==> config.mk <==
export PLATFORM = sky130hd
export DESIGN_NAME = pc_src_sequencer
export DESIGN_NICKNAME = d
export VERILOG_FILES = /design/src/rtl/pc_src_sequencer.sv
export SDC_FILE = /design/constraint.sdc
export NUM_CORES = 1
export LEC_CHECK = 0
export ABC_AREA = 1
export CAP_MARGIN = 20
export CORE_UTILIZATION = 35
export DETAILED_ROUTE_END_ITERATION = 6
export GPL_TIMING_DRIVEN = 1
export PLACE_DENSITY_LB_ADDON = 0.15
export SYNTH_ARGS = -nofsm -noshare
export SYNTH_HDL_FRONTEND = slang
export SYNTH_SLANG_ARGS = --single-unit
==> constraint.sdc <==
create_clock -name clk -period 1.4 [get_ports clk]
set_input_delay 0.14 -clock clk [delete_from_list [all_inputs] [get_ports clk]]
set_output_delay 0.14 -clock clk [all_outputs]
set_load 0.05 [all_outputs]
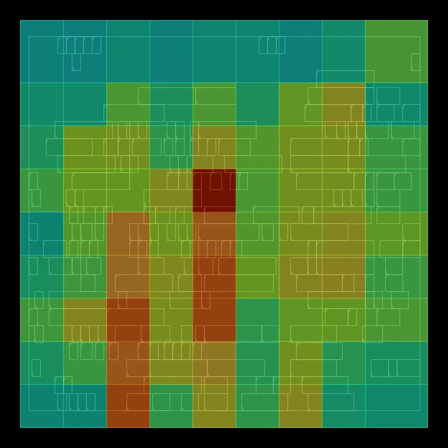
(images/congestion_map.png)
met3 Use GR: 2.08%
Overall Global Routing Usage: 11.2%
average wire per standard cell: 9.98 um

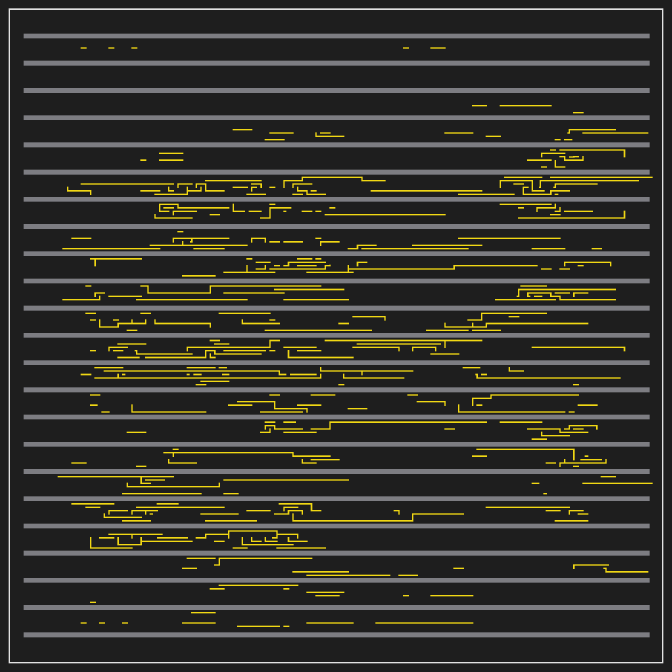
(images/m1.png)
Supply wires on this layer in gray.
longest straight run = 22.5 um
share of all routed wire = 46%
wire length on this layer = 1180 um
nets with wire on the layer = 175
Total Wirelength: 2.56 mm
vias: 1052
grt met1 use: 15.6%

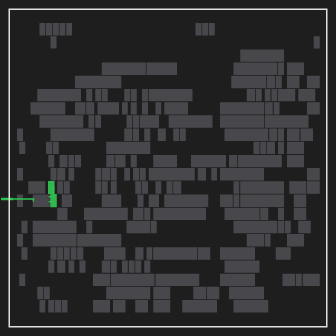
(images/port_trees.png)
green -> exc_valid  # bits 1, direction input, edge left, end cells 2, buffers 1, wire 8.50 um
Top-Level Pins: 64
I/O Buffers: 39

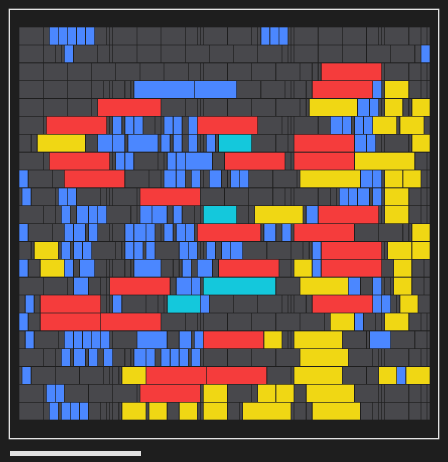
(images/class_map.png)
Scale bar: 20 um. Fill, decap, tap and diode cells in gray.
red -> registers  # cells 26, share of their area 35%
cyan -> clock drivers and dummy loads  # cells 4, share of their area 3.8%
blue -> remaining logic cells  # cells 134, share of their area 33%
yellow -> remaining buffers and delay cells  # cells 44, share of their area 28%
core area: 3740 um^2
num rows: 22

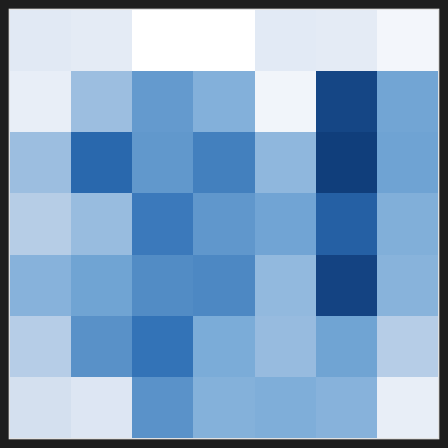
(images/util_map.png)
The die is cut into 7 by 7 equal tiles; white is low, dark blue is high, 0 to 100% covered.
tiles over 75% full = 10%
nearly empty tiles = 4.1%
mean over tiles = 44%
fullest tile = 95%
densest ninth of the die = right middle
final core utilization: 51.5%
FP Util: 37.3%

==> flow_metrics.env <==
# yosys + openroad results
export IMPL_status="finished clean"
export IMPL_fin_area_um2=1930
export IMPL_drv_cap=0
export IMPL_ys_ff=26
export IMPL_report_final_slew_viol_count=0
export IMPL_finalHoldViolations=0
export IMPL_clk_path_buf_depth=2
export IMPL_fp_dieH_um=65.2
export IMPL_worstSetupPathType="reg -> reg"
export IMPL_drive_gt1_share_pct=21.6
export IMPL_ys_sh_aoi_pct=4.66
export IMPL_ys_sh_mux_pct=0
export IMPL_fmax_ghz=0.756
export IMPL_cts_tree="built"
export IMPL_slowest_delay_ns=0.40
export IMPL_drtIter0Drc=19
export IMPL_ys_sh_xor_pct=0
export IMPL_synth_seq_share_pct=46.7
export IMPL_firstDrtPassIters=4
export IMPL_critPathMostFrequentCell="inv_2"
export IMPL_common_cells="48 x nand2_1, 30 x buf_4, 25 x dfrtp_1, 25 x inv_1, 9 x o21ai_1"
export IMPL_synth_most_common_cell="nand2_1"
export IMPL_synthSimpleGateAreaFrac_pct=21.2
export IMPL_syn_area_um2=1400
export IMPL_htreeDepth=1
export IMPL_grt_pass1_wl_mm=3.64
export IMPL_slowest_stage="dfrtp_1"
export IMPL_placed_area_um2=1770
export IMPL_ff_type="dfrtp_1"
export IMPL_fillers=368
export IMPL_ant_nets=0
export IMPL_area_leaders="dfrtp_1 45%, buf_4 16%, nand2_1 13%"
export IMPL_crit_required_ns=1.56
export IMPL_via_per_inst=4.11
export IMPL_r2r_cells=8
export IMPL_cts_buffers=3
export IMPL_ys_area_um2=1400
export IMPL_synth_area_leader_cell="dfrtp_1"
export IMPL_warnings=28
export IMPL_rsz0062_at_grt="true"
export IMPL_yosysWarnings=0
export IMPL_vdd_drop_max_uv=948
export IMPL_postSynthAreaPerCell_um2=8.26
export IMPL_period_minus_slack_ns=1.32
export IMPL_antenna_found_initial=0
export IMPL_synth_top_area_share_pct=44.8
export IMPL_antennaDiodeCount=0
export IMPL_overflow=0
export IMPL_critPathBufInv=3
export IMPL_clkSlewWorstSetupHoldPaths_ns=0.09
export IMPL_final_cells=256
export IMPL_largest_register_ffs=8
export IMPL_nets=228
export IMPL_leakage_nw=1.07
export IMPL_arrival_ns=1.49
export IMPL_path_depth=8
export IMPL_placed_cells=250
export IMPL_hpwl_mm=1.85
export IMPL_place_congestion=0.783
export IMPL_yosysUniqueCellTypes=19
export IMPL_syn_to_final_growth_pct=38.0
export IMPL_start_kind="flop"
export IMPL_path_delay_family="flip-flops"
export IMPL_hold_class="in -> async"
export IMPL_die_w_um=65.2
export IMPL_skew_ns=0.00736
export IMPL_post_cts_repair_setup_buffers=0
export IMPL_synth_adder_area_share_pct=2.69
export IMPL_edf_count=0
export IMPL_root_buffer="clkbuf_8"
export IMPL_cp_end_kind="flop"
export IMPL_setup_violations=0
export IMPL_cellPowerDensity_nw_per_um2=2580
export IMPL_chip_area_um2=4250
export IMPL_r2r_setup_slack_ns=0.08
export IMPL_async_flop_share_pct=100
export IMPL_grt_start_max_net_pins=27
export IMPL_logic_family="buffers and inverters"
export IMPL_critPathMaxFanout=8
export IMPL_cp_cell_sequence="inv_2 > ha_4 > inv_2 > nor2_4 > nand3_4 > clkbuf_16 > nand2_1 > o21ai_1"
export IMPL_post_route_drc_count=0
export IMPL_period_used_pct=94.5
export IMPL_clock_sinks=26
export IMPL_yosys_cells=169
export IMPL_syn_inst=169
export IMPL_clock_latency_ns=0.27
export IMPL_grt_pass1_vias=830
==> layout by cell type, fill, tap and decap left out, types with 2 or more instances in the layout <==
master / synthesis / layout
nand2_1: 48 / 48
dfrtp_1: 25 / 24
conb_1: 1 / 24
inv_1: 25 / 23
buf_4: 30 / 17
clkdlybuf4s50_1: 0 / 15
buf_12: 0 / 10
o21ai_1: 9 / 8
nand3_1: 7 / 7
nor2_1: 6 / 5
clkbuf_8: 0 / 3
nor2_4: 1 / 2
nand2_2: 2 / 2
inv_2: 0 / 2
o21ai_0: 2 / 2
a21oi_1: 2 / 2
nand4_1: 2 / 2
ha_1: 3 / 2
clkbuf_16: 0 / 2
==> where the power goes <==
| part | internal [W] | switching [W] |
|---|---|---|
| registers | 0.00107 | 0.000213 |
| clock network | 0.000383 | 0.000239 |
| logic | 0.00109 | 0.00197 |
| total | 0.00254 | 0.00242 |
==> metal layers <==
metal,vias to the layer above,wire (um),global-route usage (%)
met4,0,58,6.52
met2,43,1130,16.2
met3,5,192,2.08
met5,-,0,0
met1,467,1180,15.6
li1,537,-,-
==> metrics by stage <==
stage | setup TNS, ns | utilization, % | total power [W] | hold slack [ns] | worst slack, ns
floorplan | 0 | - | 0.00331 | 0.179 | 0.203
global placement | 0 | 47.4 | 0.00426 | 0.455 | 0.116
detailed placement | 0 | 47.4 | 0.00429 | 0.464 | 0.0903
CTS | 0 | 49.3 | 0.00491 | 0.229 | 0.0703
global route | -0.0200 | 51.5 | 0.00523 | 0.253 | -0.00747
finish | 0 | 51.5 | 0.00497 | 0.211 | 0.0766
==> worst reg2reg max path: cells and delay by family (launching register included) <==
kind            cells  cell delay (ns)
flops               1             0.40
buf+inv             3             0.32
simple gates        3             0.31
fa+ha+maj           1             0.13
compound gates      1             0.05
==> final cells by class <==
cell class	instances	area, um^2	share of cell area [%]
Multi-Input combinational cell	109	520	27.0
Tap cell	48	60.1	3.12
Timing Repair Buffer	44	528	27.4
Clock buffer	3	41.3	2.14
Inverter	25	93.8	4.87
Clock inverter	1	30.0	1.56
Sequential cell	26	653	33.9
==> cell families after synthesis <==
logic type	Yosys count
AND/OR/NAND/NOR	69
buffers and inverters	57
flip-flops	26
AND-OR/OR-AND	13
adder cells (fa/ha/maj)	3
other	1
==> what timing repair did <==
item / 4_1_cts / 5_1_grt
hold buffers: 0 / 0
gates resized: 0 / 9
setup endpoints to repair: 0 / 11
Power is estimated from default activity; no workload was simulated.
